===== config.mk =====
export PLATFORM = sky130hd
export DESIGN_NAME = food_gen
export DESIGN_NICKNAME = d
export VERILOG_FILES = /design/src/rtl/food_gen.sv
export SDC_FILE = /design/constraint.sdc
export NUM_CORES = 1
export LEC_CHECK = 0
export CORE_AREA = 4 4 253 255
export CTS_CLUSTER_SIZE = 12
export DETAILED_ROUTE_END_ITERATION = 7
export DIE_AREA = 0 0 257 259
export PLACE_DENSITY = 0.52
export SLEW_MARGIN = 30
export SYNTH_ARGS = -nofsm -noshare
export SYNTH_HDL_FRONTEND = slang
export SYNTH_SLANG_ARGS = --single-unit
export TNS_END_PERCENT = 1

===== constraint.sdc =====
create_clock -name clk -period 12.1 [get_ports clk]
set_clock_uncertainty 0.15 [all_clocks]
set_input_delay 3.025 -clock clk [delete_from_list [all_inputs] [get_ports clk]]
set_output_delay 3.025 -clock clk [all_outputs]
set_load 0.01 [all_outputs]

===== src/rtl/food_gen.sv =====
`default_nettype none
// ============================================================================
// Module   : food_gen
// Brief    : Places the snake-game food cell. A free-running LFSR proposes a
//            candidate, off-grid candidates are redrawn, and legal ones are
//            compared against one snake segment per cycle before publishing.
//            Optional macro FOOD_SCAN_FALLBACK_EN: after MAX_TRIES collision
//            rejections the candidate source switches to a linear grid scan.
// Revision : 1.0 - initial release
// ============================================================================
module food_gen #(
    parameter int          GRID_W    = 32,
    parameter int          GRID_H    = 24,
    parameter int          MAX_LEN   = 64,
    parameter int          INIT_X    = 20,
    parameter int          INIT_Y    = 12,
    parameter logic [15:0] LFSR_SEED = 16'hACE1
`ifdef FOOD_SCAN_FALLBACK_EN
    ,
    parameter int          MAX_TRIES = 16
`endif
) (
    input  logic                 clk,
    input  logic                 rst,
    input  logic [1:0]           game_state,
    input  logic                 get_food,
    input  logic [5:0]           snake_length,
    input  logic [5*MAX_LEN-1:0] snake_x_1dim,
    input  logic [5*MAX_LEN-1:0] snake_y_1dim,
    output logic [4:0]           food_x,
    output logic [4:0]           food_y,
    output logic                 food_valid,
    output logic                 busy
);

    localparam logic [1:0]  c_GS_RUNNING = 2'b00;
    localparam logic [1:0]  c_GS_INITIAL = 2'b10;

    localparam logic [1:0]  c_ST_HOLD    = 2'd0;
    localparam logic [1:0]  c_ST_GEN     = 2'd1;
    localparam logic [1:0]  c_ST_CHECK   = 2'd2;
    localparam logic [1:0]  c_ST_COMMIT  = 2'd3;

    localparam int          c_IDX_W      = (MAX_LEN > 1) ? $clog2(MAX_LEN) : 1;
    localparam logic [5:0]  c_GRID_W     = 6'(GRID_W);
    localparam logic [5:0]  c_GRID_H     = 6'(GRID_H);
    localparam logic [4:0]  c_INIT_X     = 5'(INIT_X);
    localparam logic [4:0]  c_INIT_Y     = 5'(INIT_Y);
    localparam logic [31:0] c_MAX_LEN    = 32'(MAX_LEN);

`ifdef FOOD_SCAN_FALLBACK_EN
    localparam int               c_TRY_W     = $clog2(MAX_TRIES + 1);
    localparam logic [c_TRY_W-1:0] c_MAX_TRIES = c_TRY_W'(MAX_TRIES);
    localparam logic [4:0]       c_LAST_X    = 5'(GRID_W - 1);
    localparam logic [4:0]       c_LAST_Y    = 5'(GRID_H - 1);
`endif

    logic [1:0]         r_state;
    logic [1:0]         w_state_nxt;
    logic [15:0]        r_lfsr;
    logic [15:0]        w_lfsr_nxt;
    logic               w_lfsr_fb;
    logic [4:0]         r_cx;
    logic [4:0]         r_cy;
    logic [4:0]         w_cx_nxt;
    logic [4:0]         w_cy_nxt;
    logic [c_IDX_W-1:0] r_idx;
    logic [c_IDX_W-1:0] w_idx_nxt;
    logic [4:0]         r_food_x;
    logic [4:0]         r_food_y;
    logic [4:0]         w_food_x_nxt;
    logic [4:0]         w_food_y_nxt;
    logic               r_valid;
    logic               w_valid_nxt;
    logic               r_busy;
    logic               w_busy_nxt;

    logic [31:0]        w_len_raw;
    logic [31:0]        w_len;
    logic               w_len_zero;
    logic               w_last_seg;
    logic [4:0]         w_seg_x;
    logic [4:0]         w_seg_y;
    logic               w_hit;
    logic [4:0]         w_cand_x;
    logic [4:0]         w_cand_y;
    logic               w_cand_ok;

`ifdef FOOD_SCAN_FALLBACK_EN
    logic [c_TRY_W-1:0] r_tries;
    logic [c_TRY_W-1:0] w_tries_nxt;
    logic [4:0]         w_scan_x;
    logic [4:0]         w_scan_y;
`endif

    // Taps 16,14,13,11 in right-shift form; runs in every state
    assign w_lfsr_fb  = r_lfsr[0] ^ r_lfsr[2] ^ r_lfsr[3] ^ r_lfsr[5];
    assign w_lfsr_nxt = {w_lfsr_fb, r_lfsr[15:1]};

    assign w_cand_x   = r_lfsr[4:0];
    assign w_cand_y   = r_lfsr[9:5];
    assign w_cand_ok  = ({1'b0, w_cand_x} < c_GRID_W) && ({1'b0, w_cand_y} < c_GRID_H);

    assign w_len_raw  = {26'd0, snake_length};
    assign w_len      = (w_len_raw > c_MAX_LEN) ? c_MAX_LEN : w_len_raw;
    assign w_len_zero = (w_len == 32'd0);
    // ">=" rather than "==" so a snake shrinking mid-check still terminates
    assign w_last_seg = ((32'(r_idx) + 32'd1) >= w_len);

    always_comb begin
        w_seg_x = 5'd0;
        w_seg_y = 5'd0;
        for (int i = 0; i < MAX_LEN; i++) begin
            if (r_idx == c_IDX_W'(i)) begin
                w_seg_x = snake_x_1dim[5*i +: 5];
                w_seg_y = snake_y_1dim[5*i +: 5];
            end
        end
    end

    assign w_hit = (w_seg_x == r_cx) && (w_seg_y == r_cy);

`ifdef FOOD_SCAN_FALLBACK_EN
    always_comb begin
        w_scan_x = r_cx + 5'd1;
        w_scan_y = r_cy;
        if (r_cx == c_LAST_X) begin
            w_scan_x = 5'd0;
            w_scan_y = (r_cy == c_LAST_Y) ? 5'd0 : r_cy + 5'd1;
        end
    end
`endif

    always_comb begin
        w_state_nxt  = r_state;
        w_cx_nxt     = r_cx;
        w_cy_nxt     = r_cy;
        w_idx_nxt    = r_idx;
        w_food_x_nxt = r_food_x;
        w_food_y_nxt = r_food_y;
        w_valid_nxt  = r_valid;
        w_busy_nxt   = r_busy;
`ifdef FOOD_SCAN_FALLBACK_EN
        w_tries_nxt  = r_tries;
`endif
        if (game_state == c_GS_INITIAL) begin
            w_state_nxt  = c_ST_HOLD;
            w_food_x_nxt = c_INIT_X;
            w_food_y_nxt = c_INIT_Y;
            w_valid_nxt  = 1'b1;
            w_busy_nxt   = 1'b0;
`ifdef FOOD_SCAN_FALLBACK_EN
            w_tries_nxt  = '0;
`endif
        end else begin
            case (r_state)
                c_ST_HOLD: begin
                    if (get_food && (game_state == c_GS_RUNNING)) begin
                        w_valid_nxt = 1'b0;
                        w_busy_nxt  = 1'b1;
                        w_state_nxt = c_ST_GEN;
                    end
                end
                c_ST_GEN: begin
`ifdef FOOD_SCAN_FALLBACK_EN
                    if (r_tries == c_MAX_TRIES) begin
                        w_cx_nxt    = w_scan_x;
                        w_cy_nxt    = w_scan_y;
                        w_idx_nxt   = '0;
                        w_state_nxt = w_len_zero ? c_ST_COMMIT : c_ST_CHECK;
                    end else
`endif
                    if (w_cand_ok) begin
                        w_cx_nxt    = w_cand_x;
                        w_cy_nxt    = w_cand_y;
                        w_idx_nxt   = '0;
                        w_state_nxt = w_len_zero ? c_ST_COMMIT : c_ST_CHECK;
                    end
                end
                c_ST_CHECK: begin
                    if (w_hit) begin
                        w_state_nxt = c_ST_GEN;
`ifdef FOOD_SCAN_FALLBACK_EN
                        if (r_tries != c_MAX_TRIES) begin
                            w_tries_nxt = r_tries + 1'b1;
                        end
`endif
                    end else if (w_last_seg) begin
                        w_state_nxt = c_ST_COMMIT;
                    end else begin
                        w_idx_nxt = r_idx + 1'b1;
                    end
                end
                c_ST_COMMIT: begin
                    w_food_x_nxt = r_cx;
                    w_food_y_nxt = r_cy;
                    w_valid_nxt  = 1'b1;
                    w_busy_nxt   = 1'b0;
                    w_state_nxt  = c_ST_HOLD;
`ifdef FOOD_SCAN_FALLBACK_EN
                    w_tries_nxt  = '0;
`endif
                end
                default: w_state_nxt = c_ST_HOLD;
            endcase
        end
    end

    always_ff @(posedge clk or negedge rst) begin
        if (!rst) begin
            r_state  <= c_ST_HOLD;
            r_lfsr   <= LFSR_SEED;
            r_cx     <= 5'd0;
            r_cy     <= 5'd0;
            r_idx    <= '0;
            r_food_x <= c_INIT_X;
            r_food_y <= c_INIT_Y;
            r_valid  <= 1'b1;
            r_busy   <= 1'b0;
`ifdef FOOD_SCAN_FALLBACK_EN
            r_tries  <= '0;
`endif
        end else begin
            r_state  <= w_state_nxt;
            r_lfsr   <= w_lfsr_nxt;
            r_cx     <= w_cx_nxt;
            r_cy     <= w_cy_nxt;
            r_idx    <= w_idx_nxt;
            r_food_x <= w_food_x_nxt;
            r_food_y <= w_food_y_nxt;
            r_valid  <= w_valid_nxt;
            r_busy   <= w_busy_nxt;
`ifdef FOOD_SCAN_FALLBACK_EN
            r_tries  <= w_tries_nxt;
`endif
        end
    end

    assign food_x     = r_food_x;
    assign food_y     = r_food_y;
    assign food_valid = r_valid;
    assign busy       = r_busy;

endmodule

`default_nettype wire


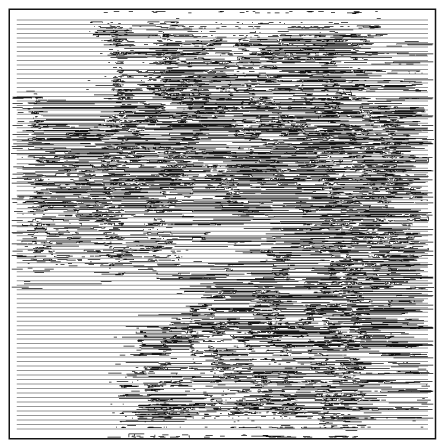
m1.png
Supply wires on this layer in gray.
main direction	horizontal
share of all routed wire	40%
total detailed-routing wirelength: 108600 µm
via count: 17520
GR met1 Demand/Resource: 38.51%

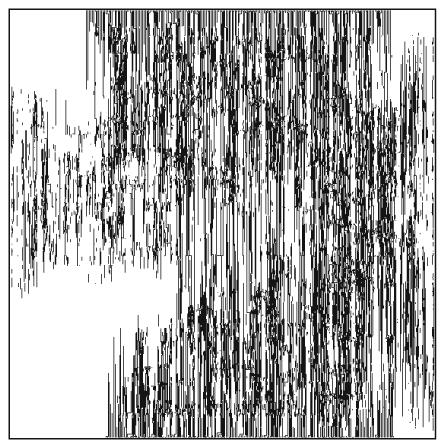
m2.png
share of all routed wire	48%
nets with wire on the layer	2461
longest straight run	109 µm
wire length on this layer	51.6 mm
main direction	vertical
GR met2 Demand/Resource: 51.75%

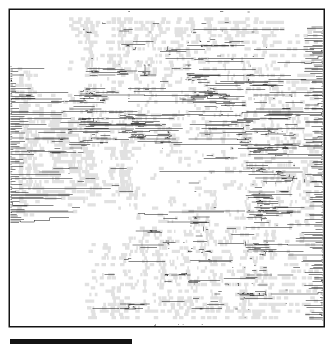
m3.png
Bar = 100 µm. Cells faint in the background.
longest straight run	86.9 µm
wire length on this layer	9260 µm
share of all routed wire	8.5%
nets with wire on the layer	611
main direction	horizontal
met3 demand-to-capacity share in global routing: 5.638%

==> run notes <==
Implementation run completed; key figures follow.

Die:
- The run puts the count of standard-cell rows at 91.
- 663 I/O pins were placed.
- The run gives the area inside the core boundary as 61600 µm².
- The run gives the floorplan die area as 66560 µm².
- The run gives the effective utilization at floorplan as 16.79%.
- The run puts the die boundary width at 257 µm.
- The flow inserted 837 tap cells.
- The vertical die dimension reported for this design is 259 µm.

STA:
- The run puts the count of final hold-check violations at 0.
- At the pin with the least slew margin, the transition time is 1035 ps.
- The run puts the worst relative slew slack at 30.14%.
- In the final report, the number of endpoints failing setup comes to 0.
- The run gives the final critical delay including setup and external delays as 7111 ps.
- The run gives the final-layout worst hold slack as 201.9 ps.
- Setup repair after global routing left no endpoint under its margin.
- The run gives the summed negative setup slack over all endpoints as 0 ps.
- The run puts the highest attainable clock frequency at 140.6 MHz.
- The run gives the number of max-slew violations in the final report as 0.
- The run gives the share of the cycle needed by the critical path after routing as 58.77%.

Worst hold path:
- In this run the most critical hold path is launched from r_lfsr[12].
- According to the hold report, the worst path is of the reg2reg type.
- The worst hold path terminates at r_lfsr[11].
- Counting instances, the worst hold path has a depth of 0.

Clock network:
- The run gives the clock root buffer master as sky130_fd_sc_hd__clkbuf_16.
- The tree built by TritonCTS fans out to 46 sinks.
- At the later pin of the worst-skew pair, clock insertion delay measures 290 ps.
- CTS built an H-tree with a depth of 2.
- The run gives the clock transition at the registers of the reported paths as 70 ps.
- No sink is reached through more buffers than the 2 on the longest clock path.
- The number of setup buffers added after CTS is 0.
- TritonCTS built the clock tree.
- Buffers inserted to repair hold after CTS numbered 0.
- The run gives the post-cts resize count as 0.
- The run gives the number of CTS-inserted buffers as 5.

Power and ir drop:
- The run puts the overall power at 1422 µW.
- Of the total power, combinational logic draws 74.2%.
- Clock network power for this build is 163 µW.
- The share of total power dissipated in the clock network is 11.5%.
- The run gives the power in sequential cells as 203 µW.
- The power report attributes to the sequential group a share of 14.3%.
- The switching component of the power was reported as 717.7 µW.
- The run gives the top contributor to total power as combinational cells.
- The run gives the internal power as 704.3 µW.
- The power report lists the combinational group at 1060 µW.
- The run gives the maximum VDD drop as 75.07 µV.
- For this design the ratio of total power to cell area is 78.70 nW/µm².
- The run puts the fraction of power spent switching nets at 50.47%.
- The run puts the leakage power of the design at 0.006410 µW.

Route:
- The run gives the remaining design rule violation count as 0.
- The run puts the detailed-route wire length per cell at 36.66 µm.
- The count of nets left with antenna violations once routing finished came out at 0.
- The run puts the total iterations of the first detailed-routing run at 5.
- Per the log, the first TritonRoute iteration ended with a DRC count of 2021.
- After detailed routing, the number of vias per cell comes to 5.916.

GRT:
- The run gives the number of global-route vias before repair as 17520.
- The run puts the wire length of the first global-routing pass at 145500 µm.
- Summed over all layers, the global routing overflow is 0.
- The run gives the largest net degree at the start of global routing as 54.
- The run gives the total global routing track utilization as 30.28%.
- The run puts the number of antenna violations at the first check in global routing at 21.
- met2 is the most crowded layer.

Setup path:
- The longest incremental delay of any stage on the critical path is reported as 960 ps.
- OpenSTA lists the critical path endpoint as r_idx[3].
- Grouping stages by cell kind, the critical path spends the most delay in AND-OR/OR-AND gates.
- The worst setup path is captured at a flop.
- The run gives the worst endpoint required time as 12130 ps.
- STA reports a reg2reg setup slack of 5800 ps.
- Of all nets on the critical path, the largest fanout is 9.
- The cell sequence reported for the critical path is clkdlybuf4s50_1 > a221oi_1 > o21ai_0 > a2111oi_0 > o22ai_1 > o221ai_1 > xor2_1 > a41oi_4 > a32o_1.
- The run gives the number of cells traversed by the worst register-to-register path as 12.
- In this run the number of cells on the critical path is 9.
- According to the timing report, the critical path is launched from snake_x_1dim[212].
- The run gives the reg-to-reg critical path startpoint as r_idx[3].
- The worst setup path is launched from an input port.
- On the critical path the data arrives at 7140 ps.
- The run puts the buffer and inverter count on the worst path at 1.
- The endpoint identified for the worst register-to-register timing path is r_idx[3].
- The slowest stage of the critical path belongs to the cell sky130_fd_sc_hd__a2111oi_0.
- In the setup report, the worst path falls into the class in2reg.

Final layout:
- The run puts the number of nets in the finished design at 2773.
- Among all cell classes, the greatest summed area belongs to multi-input combinational cells.
- The run gives the area added between synthesis and finish as 74.66%.
- Per the layout report, the design carries 5 clock buffers.
- The run puts the area taken by flip-flops and latches at 1172 µm².
- The largest registers in the layout are r_lfsr x16, r_idx x6.
- The run puts the number of sequential cells in the layout at 46.
- Measured on the final layout, buffering overhead outside the clock network stands at 38.49%.
- The run gives the most numerous logic cell after layout as sky130_fd_sc_hd__clkdlybuf4s50_1.
- The run gives the tally of filler cells in the layout as 6818.
- The run puts the fraction of area in clock buffers and inverters at 0.9625%.
- In the layout the commonest cells are 661 x sky130_fd_sc_hd__clkdlybuf4s50_1, 165 x sky130_fd_sc_hd__nor2_1, 139 x sky130_fd_sc_hd__nand2_1, 81 x sky130_fd_sc_hd__nor3_1, 81 x sky130_fd_sc_hd__o21ai_0.
- The number of multi-input combinational cells in the layout is 1324.
- The run gives the register fraction of the total cell area as 6.488%.
- The run puts the footprint of the multi-input gates at 8591 µm².
- The run puts the layout buffer count excluding clock buffers at 706.
- The run gives the count of inverters not on the clock network in the layout as 24.
- The run gives the final standard cell count with taps included and fillers excluded as 2961.
- The register with the most flip-flops in the layout has 16 of them.
- Cells with a size suffix above 1 make up 6.689% of the layout.
- The run gives the multi-input combinational area share as 47.55%.
- The largest register by flop count is r_lfsr.
- 16 antenna diodes ended up in the layout.

Placed design:
- The run gives the count of input and output buffers as 662.
- The run puts the count of placed standard cells including taps at 2937.
- The run puts the placed wire-length estimate at 89830 µm.
- The run gives the final RePlAce weighted congestion as 0.9577.

Synthesis:
- The run gives the synthesized instance count as 1498.
- The synthesized netlist was found by Yosys to have 1498 cells.
- Yosys reports that the most numerous cell types are 168 x sky130_fd_sc_hd__nor2_1, 139 x sky130_fd_sc_hd__nand2_1, 81 x sky130_fd_sc_hd__nor3_1, 81 x sky130_fd_sc_hd__o21ai_0, 71 x sky130_fd_sc_hd__nand3_1.
- Yosys reports a chip area of 10340 µm².
- The run puts the net count after synthesis at 2164.
- The run puts the number of warnings issued by yosys at 0.
- The run puts the average instance area after synthesis at 6.906 µm².
- Counting flops with a built-in enable in the synthesized netlist gives 0.
- The synthesized netlist occupies a cell area of 10340 µm².
- The run gives the library cell with the largest summed area after synthesis as sky130_fd_sc_hd__dfrtp_1.
- Counting flops and latches in the post-synthesis netlist gives 46.
- The run puts the async set-or-reset flop fraction in the synthesized netlist at 100.0%.
- The synthesis report lists the most area-consuming cells as sky130_fd_sc_hd__dfrtp_1 8.0%, sky130_fd_sc_hd__nor2_1 6.1%, sky130_fd_sc_hd__nand2_1 5.0%.
- Yosys reports that the leading cell type by area covers 7.983% of the netlist area.
- The run gives the sequential cell area fraction in the yosys report as 11.28%.
- The run gives the count of cell types in the netlist as 104.
- The run gives the most frequently used cell type in the post-synthesis netlist as sky130_fd_sc_hd__nor2_1.
- For this run, the leading register cell type out of synthesis is sky130_fd_sc_hd__dfrtp_1.

Outcome:
- The run finished with clean final reports.

Flow run:
- The run puts the count of tool warnings at 33.
- The run puts the reported max-cap violation count at 0.
per-layer routing:
metal | vias up | share of wire (%)
li1 | 7299 | -
met3 | 198 | 8.5
met2 | 1220 | 48
met5 | - | 0.066
met1 | 8788 | 40
met4 | 12 | 3.8
stage by stage:
| stage | cell area [µm²] | utilization [%] | setup slack, ps |
|---|---|---|---|
| 2_1_floorplan | 10340 | - | 6078 |
| 3_3_place_gp | 17840 | 28.97 | 4798 |
| 3_5_place_dp | 17850 | 28.99 | 4882 |
| 4_1_cts | 18030 | 29.27 | 5167 |
| 5_1_grt | 18060 | 29.31 | 5002 |
| 6_report | 18070 | 29.33 | 4989 |
logic make-up after synthesis:
group	synth area share, %
xor+xnor	1.524
fa+ha+maj	1.814
simple gates	33.70
flops	11.28
mux	2.758
buf+inv	5.830
compound gates	43.09
No activity file was given, so power comes from the tool's default toggle rates.
